File: src/rtl/alu_route_sequencer.sv
// Sequences one ALU operation through the operand muxes and the writeback demux.
// All mux/demux controls are registered; req_ready is combinational from state and reset.
module alu_route_sequencer #(
    parameter int unsigned ALU_LATENCY = 1,
    parameter int unsigned COUNT_WIDTH = 16
) (
    input  logic                   clk,
    input  logic                   reset,
    input  logic                   req_valid,
    output logic                   req_ready,
    input  logic [2:0]             req_src_a,
    input  logic [3:0]             req_src_b,
    input  logic [3:0]             req_dst,
    input  logic                   req_wb,
    output logic                   mux_a_enable,
    output logic [2:0]             mux_a_selector,
    output logic                   mux_b_enable,
    output logic [3:0]             mux_b_selector,
    output logic                   alu_start,
    output logic                   demux_enable,
    output logic [3:0]             demux_selector,
    output logic                   op_done,
    output logic                   err_illegal_src,
    output logic [COUNT_WIDTH-1:0] op_count
);

    typedef enum logic [1:0] {
        StIdle,
        StRoute,
        StExec,
        StWb
    } state_e;

    // ROUTE is the first of the ALU_LATENCY operand-hold cycles.
    localparam logic [3:0] CntLoad = 4'(ALU_LATENCY - 1);

    state_e                 state_q;
    logic [3:0]             cnt_q;
    logic [3:0]             dst_q;
    logic                   wb_q;
    logic                   mux_a_enable_q;
    logic [2:0]             mux_a_selector_q;
    logic                   mux_b_enable_q;
    logic [3:0]             mux_b_selector_q;
    logic                   alu_start_q;
    logic                   demux_enable_q;
    logic [3:0]             demux_selector_q;
    logic                   op_done_q;
    logic                   err_illegal_src_q;
    logic [COUNT_WIDTH-1:0] op_count_q;

    logic src_b_legal;

    assign src_b_legal = (req_src_b <= 4'd8);
    assign req_ready   = (state_q == StIdle) && !reset;

    always_ff @(posedge clk) begin
        if (reset) begin
            state_q           <= StIdle;
            cnt_q             <= '0;
            dst_q             <= '0;
            wb_q              <= 1'b0;
            mux_a_enable_q    <= 1'b0;
            mux_a_selector_q  <= '0;
            mux_b_enable_q    <= 1'b0;
            mux_b_selector_q  <= '0;
            alu_start_q       <= 1'b0;
            demux_enable_q    <= 1'b0;
            demux_selector_q  <= '0;
            op_done_q         <= 1'b0;
            err_illegal_src_q <= 1'b0;
            op_count_q        <= '0;
        end else begin
            alu_start_q    <= 1'b0;
            op_done_q      <= 1'b0;
            demux_enable_q <= 1'b0;

            unique case (state_q)
                StIdle: begin
                    if (req_valid) begin
                        if (src_b_legal) begin
                            mux_a_enable_q   <= 1'b1;
                            mux_a_selector_q <= req_src_a;
                            mux_b_enable_q   <= 1'b1;
                            mux_b_selector_q <= req_src_b;
                            alu_start_q      <= 1'b1;
                            dst_q            <= req_dst;
                            wb_q             <= req_wb;
                            cnt_q            <= CntLoad;
                            state_q          <= StRoute;
                        end else begin
                            // Illegal side-B source: flag it and remain ready.
                            err_illegal_src_q <= 1'b1;
                        end
                    end
                end

                StRoute, StExec: begin
                    if (cnt_q == 4'd0) begin
                        mux_a_enable_q   <= 1'b0;
                        mux_b_enable_q   <= 1'b0;
                        demux_selector_q <= dst_q;
                        demux_enable_q   <= wb_q && !dst_q[3];
                        op_done_q        <= 1'b1;
                        op_count_q       <= op_count_q + 1'b1;
                        state_q          <= StWb;
                    end else begin
                        cnt_q   <= cnt_q - 1'b1;
                        state_q <= StExec;
                    end
                end

                StWb: begin
                    state_q <= StIdle;
                end

                default: begin
                    state_q <= StIdle;
                end
            endcase
        end
    end

    assign mux_a_enable    = mux_a_enable_q;
    assign mux_a_selector  = mux_a_selector_q;
    assign mux_b_enable    = mux_b_enable_q;
    assign mux_b_selector  = mux_b_selector_q;
    assign alu_start       = alu_start_q;
    assign demux_enable    = demux_enable_q;
    assign demux_selector  = demux_selector_q;
    assign op_done         = op_done_q;
    assign err_illegal_src = err_illegal_src_q;
    assign op_count        = op_count_q;

endmodule
File: config.mk
export PLATFORM = sky130hd
export DESIGN_NAME = alu_route_sequencer
export DESIGN_NICKNAME = d
export VERILOG_FILES = /design/src/rtl/alu_route_sequencer.sv
export SDC_FILE = /design/constraint.sdc
export NUM_CORES = 1
export LEC_CHECK = 0
export CORE_ASPECT_RATIO = 0.6
export CORE_MARGIN = 3
export CORE_UTILIZATION = 47
export DETAILED_ROUTE_END_ITERATION = 7
export GPL_ROUTABILITY_DRIVEN = 0
export PLACE_DENSITY = 0.87
export SYNTH_ARGS = -nofsm -noshare
export SYNTH_HDL_FRONTEND = slang
export SYNTH_SLANG_ARGS = --single-unit
File: constraint.sdc
create_clock -name clk -period 2.3 [get_ports clk]
set_input_delay 0.46 -clock clk [delete_from_list [all_inputs] [get_ports clk]]
set_output_delay 0.46 -clock clk [all_outputs]
set_load 0.02 [all_outputs]
Run 1, floorplan with the power grid:
Scale bar: 20 µm. Pins as bars on the die edge. Tap cells in grey.
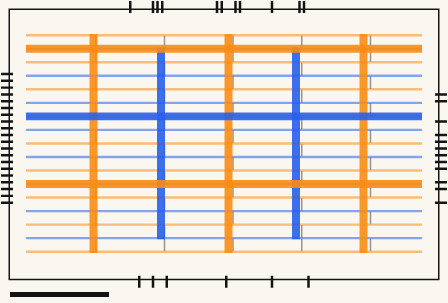
legend:
  orange:
    net: VSS
  blue:
    net: VDD
met1 rails: 17
met4 straps: 5

Run 1, close-up of the layout:
Region (52, 1) to (77, 26) µm. Cells in grey, sequential cells in the stronger grey; small squares are vias.
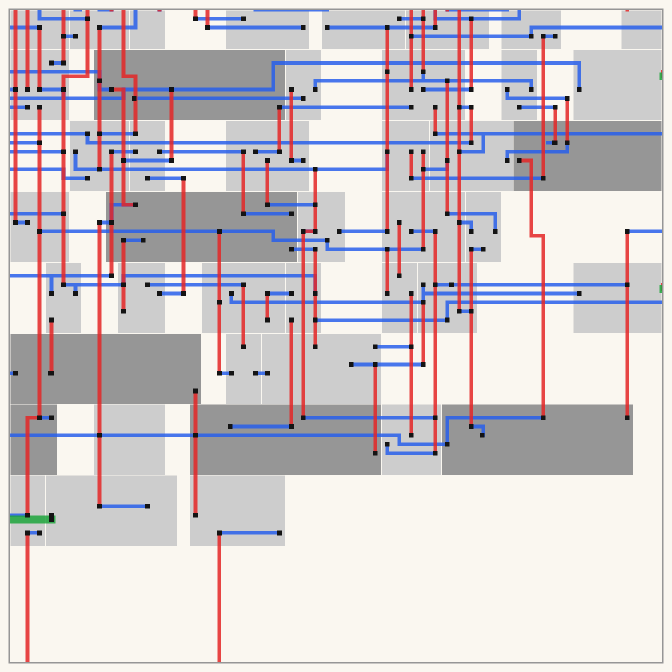
legend:
  green:
    layer: met3
  red:
    layer: met2
  blue:
    layer: met1
netlist names of flops here include: op_count (5), op_done (1)
cells with their middle in the window: 40
sequential cells in the window: 6
most frequent: dfxtp_1 (6), nor2_1 (5)

==> notes.md, run 1 <==
The run has ended; figures from its reports follow.

The switching share of power came out at 37.9%. Clock latency on the worst-skew pair, taken at its later pin, is 0.30 ns. Summed over all routing layers, the global router reports a total usage of 18.9%. The number of cells traversed by the worst register-to-register path is 7. Endpoints failing hold in the final report were tallied at 0. The total of flip-flops plus latches after synthesis came out at 43. The endpoint of the worst setup timing path is op_count[15].

The non-clock buffer instance count of the final layout came out at 54. The setup slack at placement is 0.117 ns. The worst register-to-register path ends at op_count[15]. The area fraction in compound gates is 13.9%. By area the synthesized netlist is led by sky130_fd_sc_hd__dfxtp_1 (48%), sky130_fd_sc_hd__nand2_1 (7.1%), sky130_fd_sc_hd__a21oi_1 (6.9%). The number of cells on the worst hold path is listed as 2. The headroom to the max-slew limit came out at 55.6%. The number of instances in the placed design came out at 298. The share of layout cells above drive strength 1 came out at 6.13%. The post-CTS repair timing setup buffer count came out at 0. The count of pins over their slew limit is 0. The root buffer cell is sky130_fd_sc_hd__clkbuf_8. In the post-synthesis netlist, the cell with the most instances is sky130_fd_sc_hd__dfxtp_1. The worst setup margin came out at 0.325 ns. The full die area came out at 0.00465 mm². The number of global-route vias before repair came out at 1,483. The net switching power of the design came out at 0.896 mW. The total cell area at the placement stage is 0.00233 mm². The total power came out at 2.37 mW. The total number of clock tree sinks is 43. Of all cell types, the one taking the most synthesized area is sky130_fd_sc_hd__dfxtp_1. In the finished layout, the clock tree contains a buffer count of 6. The worst path arrival time is 2.20 ns. Per the cell usage report, the commonest logic cell in the layout is sky130_fd_sc_hd__clkdlybuf4s50_1. The total vias in the final route is 1,646.

The final-layout fill cell count came out at 287. The startpoint identified for the worst register-to-register timing path is state_q[1]. The post-route cell area came out at 0.00242 mm².

Of the total synthesized cell area, the portion taken by XOR and XNOR cells is 4.36%. The met3 usage in global routing came out at 7.65%. The combinational logic power came out at 0.984 mW. The layout-stage area growth over the synthesis result is 34.1%.

According to the report, the first pass of detailed routing completed in 4 iterations. The number of H-tree branching levels is 2. The post-layout net count came out at 280. The number of well taps came out at 45. Setup repair after global routing left no endpoint under its margin. Per the layout area report, the combinational fraction of cell area is 36.2%. The footprint of the multi-input gates is 877 µm². Wire segments on met3 add up to 396 µm in the final route. The number of nets with antenna violations after routing is 0. The count of flip-flops with a built-in enable after synthesis is 0. The power drawn by the clock network came out at 0.467 mW. The required time of the critical path is 2.53 ns. The flip-flop count of the largest register, all copies and words added came out at 16. The share of power burned in registers is 38.7%. The tally of OpenROAD warnings came out at 28.

In this run, the synthesized area fraction spent on adder and majority cells is recorded as 3.46%. The run finished with clean final reports. The synthesized netlist devotes 25.9% of its cell area to simple gates.

The startpoint of the most critical setup path is state_q[1]. The total core area is 0.00346 mm². The multiplexer fraction of the synthesized cell area is 0.554%. The total routed wirelength is 4.15 mm. The top-level I/O count is 49. The finished layout holds 306 standard cells, fillers aside. The worst hold-check slack is 0.456 ns. The total leakage power is 0.869 nW. Synthesis produced 212 cells. The power report attributes to the clock group a share of 19.7%. The global-route wire length before repair is 6.67 mm. The count of maximum capacitance violations came out at 0. The internal power contribution is 1.47 mW. The transition time recorded at the tightest slew-check pin is 0.665 ns. The post-cts hold buffer count is 0. After detailed routing, the number of vias per cell comes to 5.38. The placement report lists the number of port buffers as 48.

The path length in cells of the critical path came out at 7. The deepest clock path buffer count came out at 2. The tally of unique sky130hd cells used after synthesis came out at 39. The met2 demand-to-capacity share in global routing is 27.7%. On the reported timing paths, the clock transition at the registers reads 0.08 ns. The average wire length per cell after detail routing is 13.5 µm.

Clock tree synthesis inserted a total of 5 buffers. The total nets after synthesis is 232. The relative area of non-clock buffer cells in the final design is 21.8%.

The antenna diode count came out at 0. The final-layout clock-cell area share is 3.51%. The count of routing violations after the opening detailed-route iteration came out at 85.

The analysis reports a worst IR drop on VDD of 0.642 mV.
Run 1, where the registers sit:
Other sequential cells in the stronger grey, the rest of the logic in the fainter grey.
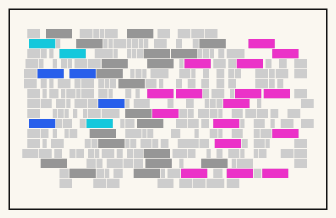
legend:
  blue:
    name_in_the_netlist: mux_b_selector
    flops: 4
    where: middle left
  magenta:
    name_in_the_netlist: op_count
    flops: 16
  cyan:
    name_in_the_netlist: mux_a_selector
    flops: 3
share of the core filled with cells: 69.9%
flip-flop and latch power: 0.915 mW
total area of sequential cells: 861 µm²
flip-flop and latch share of the layout cell area: 35.5%

Run 1, routing congestion:
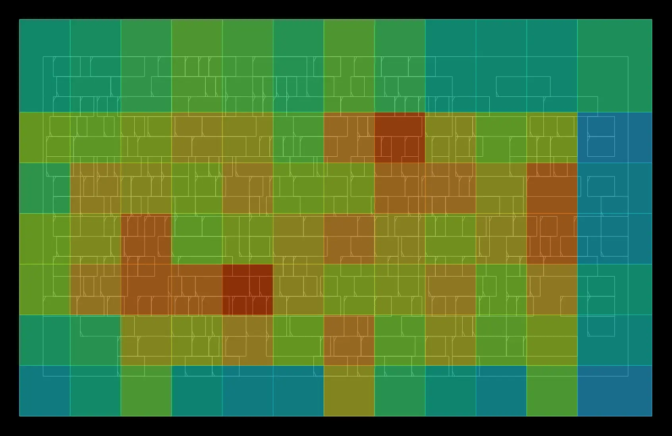

--- run 2 (diff from run 1) ---
--- a/config.mk
+++ b/config.mk
@@ -5,12 +5,14 @@
 export SDC_FILE = /design/constraint.sdc
 export NUM_CORES = 1
 export LEC_CHECK = 0
+export CELL_PAD_IN_SITES_DETAIL_PLACEMENT = 0
+export CELL_PAD_IN_SITES_GLOBAL_PLACEMENT = 1
 export CORE_ASPECT_RATIO = 0.6
 export CORE_MARGIN = 3
-export CORE_UTILIZATION = 47
+export CORE_UTILIZATION = 35
 export DETAILED_ROUTE_END_ITERATION = 7
 export GPL_ROUTABILITY_DRIVEN = 0
-export PLACE_DENSITY = 0.87
+export PLACE_DENSITY = 0.88
 export SYNTH_ARGS = -nofsm -noshare
 export SYNTH_HDL_FRONTEND = slang
 export SYNTH_SLANG_ARGS = --single-unit
Run 2, routing congestion:
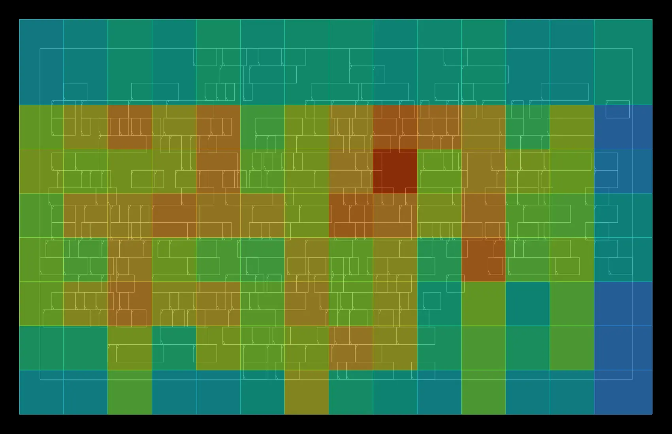
GR peak layer: met2
met3 Track Usage GR: 5.43%

==> run 2 against run 1 <==
  * Area after synthesis unchanged
  * Clock skew increased by 0.0043 ns
  * Maximum frequency decreased by 3.8%
  * Sequential power about the same
  * Critical endpoint is now req_ready
  * Die area increased by 31%
  * Final cell count increased by 6.2%
  * Critical path type is now in -> out
  * Via count decreased by 1.6%
  * Global-route usage decreased by 4.2 points
==> notes.md, run 2 <==
The run has ended; figures from its reports follow.

The count of maximum capacitance violations is 0 (unchanged). The total count of hold-check failures in the final report came out at 0 (unchanged). The met2 demand-to-capacity share in global routing is 21.7% (-6.1 points).

The run finished with clean final reports. The flip-flop count of the largest register, all copies and words added is 16 (unchanged). The setup slack at placement came out at 0.121 ns (+0.00377 ns). The count of flip-flops with a built-in enable after synthesis is 0 (unchanged). The share of cell area taken by flip-flops and latches is 35.1% (-0.40 points). The share of layout cells above drive strength 1 was 6.49% (+0.36 points). The final-layout clock-cell area share came out at 3.47% (-0.039 points). The worst register-to-register path begins at cnt_q[0].

The number of logic gates came out at 152. The post-cts hold buffer count was 0 (unchanged). The relative area of non-clock buffer cells in the final design came out at 21.8% (-0.041 points).

The number of H-tree branching levels came out at 2 (unchanged). In this run the critical register-to-register path is captured at op_count[15]. The tally of OpenROAD warnings is 28 (unchanged). The total of flip-flops plus latches after synthesis is 43 (unchanged). The post-CTS repair timing setup buffer count is 0 (unchanged). The worst setup margin came out at 0.247 ns (-0.0778 ns). The antenna diode count was 0 (unchanged). The non-clock buffer instance count of the final layout is 55 (+1.9%). The number of search-and-repair iterations in the first detailed-routing pass came out at 4 (unchanged). The simple-gate share of the synthesized area is 25.9% (unchanged). The count of routing violations after the opening detailed-route iteration was 100 (+18%).

The peak supply drop was 0.478 mV (-26%). The part of the total power dissipated in the clock network is 19.3% (-0.4 points). The full die area is 0.00609 mm² (+31%).

The post-route cell area came out at 0.00245 mm² (+1.1%). The deepest clock path buffer count is 2 (unchanged). The library cell with the largest summed area after synthesis is sky130_fd_sc_hd__dfxtp_1. The slew of the pin with the lowest slew margin was 0.685 ns (+0.0197 ns).

The number of clock-tree buffers in the layout was 6 (unchanged). The required time of the critical path was 1.84 ns (-0.69 ns). The per-cell via count in the routed design is 4.98 (-7.4%).

The count of pins over their slew limit was 0 (unchanged). In this run the mean area of a mapped cell was 8.52 µm². The total leakage power came to 0.861 nW (-0.96%).

The total power was 2.41 mW (+2.0%). Sorting the synthesized cells by area gives the leading types as sky130_fd_sc_hd__dfxtp_1 (48%), sky130_fd_sc_hd__nand2_1 (7.1%), sky130_fd_sc_hd__a21oi_1 (6.9%). The total vias in the final route is 1,619 (-1.6%). The total number of clock tree sinks came to 43 (unchanged). The most common cell in the synthesized netlist is sky130_fd_sc_hd__dfxtp_1. The utilization after layout came out at 51.3% (-19 points). The share of power burned in registers is 37.9% (-0.8 points). Setup repair after global routing left no endpoint under its margin. The clock-pin slew of the registers on the worst-case setup and hold paths is 0.07 ns (about the same).

The post-layout net count came out at 281 (+0.36%). The area fraction in compound gates is 13.9% (unchanged). The global-route wire length before repair is 7.11 mm (+6.6%). The share of synthesized cell area in full adder, half adder and majority cells came out at 3.46% (unchanged). The most common logic cell in the final layout is sky130_fd_sc_hd__clkdlybuf4s50_1. The post-layout instance count excluding filler cells was 325 (+6.2%). The power in sequential cells came out at 0.915 mW (about the same).

The number of well taps was 63 (+40%). The total nets after synthesis came to 232 (unchanged). The total cell area at the placement stage came out at 0.00236 mm² (+1.3%).

The total core area is 0.00478 mm² (+38%). The internal power contribution came out at 1.50 mW (+2.2%). The net switching power of the design came out at 0.911 mW (+1.7%). The startpoint of the most critical setup path is reset. The number of cells traversed by the worst register-to-register path is 7 (unchanged). The number of CTS-inserted buffers came out at 5 (unchanged). The critical path ends at req_ready. The footprint of the multi-input gates came out at 877 µm² (unchanged). The combinational logic power is 1.03 mW (+5%). The post-synthesis share of cell area spent on xor and xnor gates is 4.36% (unchanged). The detailed route wirelength on metal3 is 300 µm (-24%). The worst hold-check slack came out at 0.456 ns (-0.000265 ns).
Run 2, signal wires by layer:
Only two layers are drawn.
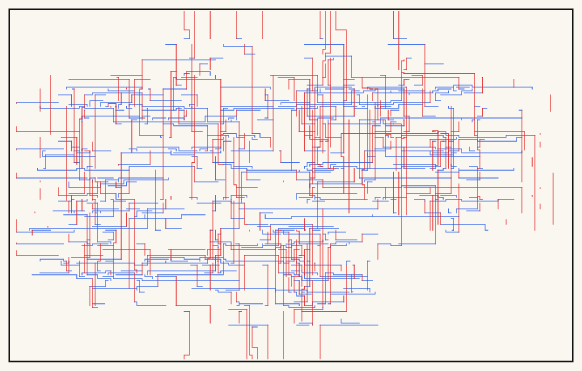
legend:
  red:
    layer: met2
    wire_length: 1,730 µm
  blue:
    layer: met1
    wire_length: 2,220 µm
detail-routed net length per standard cell: 13.1 µm
total routing usage reported by global routing: 14.7%
total wirelength of the detailed-routed design: 4.27 mm

--- run 3 (diff from run 2) ---
--- a/config.mk
+++ b/config.mk
@@ -5,6 +5,7 @@
 export SDC_FILE = /design/constraint.sdc
 export NUM_CORES = 1
 export LEC_CHECK = 0
+export ABC_CLOCK_PERIOD_IN_PS = 2300
 export CELL_PAD_IN_SITES_DETAIL_PLACEMENT = 0
 export CELL_PAD_IN_SITES_GLOBAL_PLACEMENT = 1
 export CORE_ASPECT_RATIO = 0.6
Run 3, floorplan with the power grid:
Scale bar: 20 µm. Pins as bars on the die edge. Tap cells in grey.
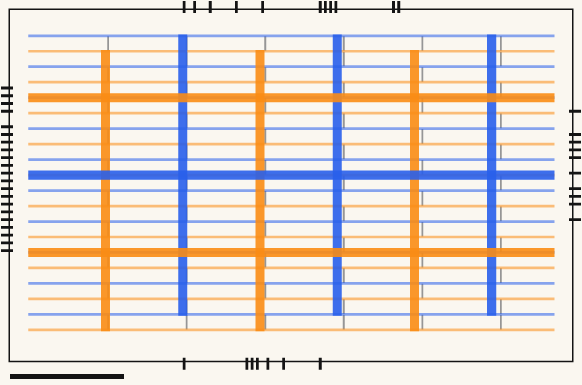
legend:
  orange:
    net: VSS
  blue:
    net: VDD
tap cells: 63
signal pins: 49
rows: 19
DIE HEIGHT: 61.7 µm
placeable core region: 0.00478 mm²
VDD IR max: 0.478 mV
Horiz. Die Dim: 98.8 µm

Run 3, where the registers sit:
Other sequential cells in the stronger grey, the rest of the logic in the fainter grey.
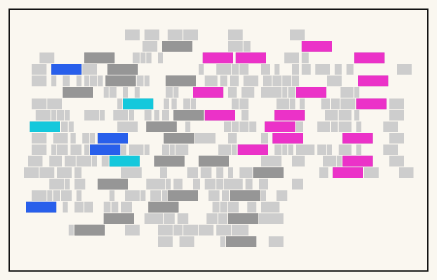
legend:
  blue:
    name_in_the_netlist: mux_b_selector
    flops: 4
    where: middle left
  magenta:
    name_in_the_netlist: op_count
    flops: 16
  cyan:
    name_in_the_netlist: mux_a_selector
    flops: 3
not coloured: 20
share of the core filled with cells: 51.3%
flip-flop and latch share of the layout cell area: 35.1%

==> run 3 against run 2 <==
  * Register-to-register slack hardly changed
  * Area after synthesis stayed put
  * Combinational power hardly changed
  * Non-clock buffer count stayed put
  * Global-route usage stayed put
  * Clock skew stayed put
  * Critical path depth stayed put
  * Worst hold slack stayed put
  * Critical endpoint unchanged
  * Highest routed layer unchanged
==> notes.md, run 3 <==
The run has ended; figures from its reports follow.

The post-synthesis area per instance is 8.52 µm² (unchanged). The slew of the pin with the lowest slew margin is 0.685 ns (unchanged). The required time of the critical path came out at 1.84 ns (about the same).

The relative area of non-clock buffer cells in the final design came out at 21.8% (unchanged). The total power is 2.41 mW (unchanged). The number of search-and-repair iterations in the first detailed-routing pass came to 4 (unchanged).

In this run the critical register-to-register path is captured at op_count[15]. Looking at the gate-level netlist, the highest instance count belongs to sky130_fd_sc_hd__dfxtp_1. The area fraction in compound gates came to 13.9% (unchanged).

The share of synthesized cell area in full adder, half adder and majority cells is 3.46% (unchanged). The clock-pin slew of the registers on the worst-case setup and hold paths is 0.07 ns (about the same). The total of flip-flops plus latches after synthesis was 43 (unchanged). Setup repair after global routing left no endpoint under its margin.

The per-cell via count in the routed design was 4.98 (unchanged). The post-synthesis share of cell area spent on xor and xnor gates was 4.36% (unchanged). The post-layout net count came to 281 (unchanged). The full die area is 0.00609 mm² (unchanged).

The total nets after synthesis is 232 (unchanged). The post-route cell area is 0.00245 mm² (unchanged). The net switching power of the design is 0.911 mW (unchanged).

The internal power contribution came out at 1.50 mW (unchanged). The total number of clock tree sinks came out at 43 (unchanged). The total cell area at the placement stage was 0.00236 mm² (unchanged). The endpoint of the worst setup timing path is req_ready. The share of layout cells above drive strength 1 is 6.49% (unchanged). The number of logic gates came out at 152 (unchanged).

The tally of OpenROAD warnings came out at 28 (unchanged). The worst setup margin came out at 0.247 ns (unchanged). The footprint of the multi-input gates is 877 µm² (unchanged).

The setup slack at placement was 0.121 ns (unchanged). The count of maximum capacitance violations is 0 (unchanged). The power in sequential cells came out at 0.915 mW (about the same). The global-route wire length before repair came to 7.11 mm (unchanged).

The met2 demand-to-capacity share in global routing is 21.7% (unchanged). The post-CTS repair timing setup buffer count was 0 (unchanged). The run finished with clean final reports.

The number of clock-tree buffers in the layout came out at 6 (unchanged). The launch point of the worst reg-to-reg path is cnt_q[0].
No activity file was given, so power comes from the tool's default toggle rates.
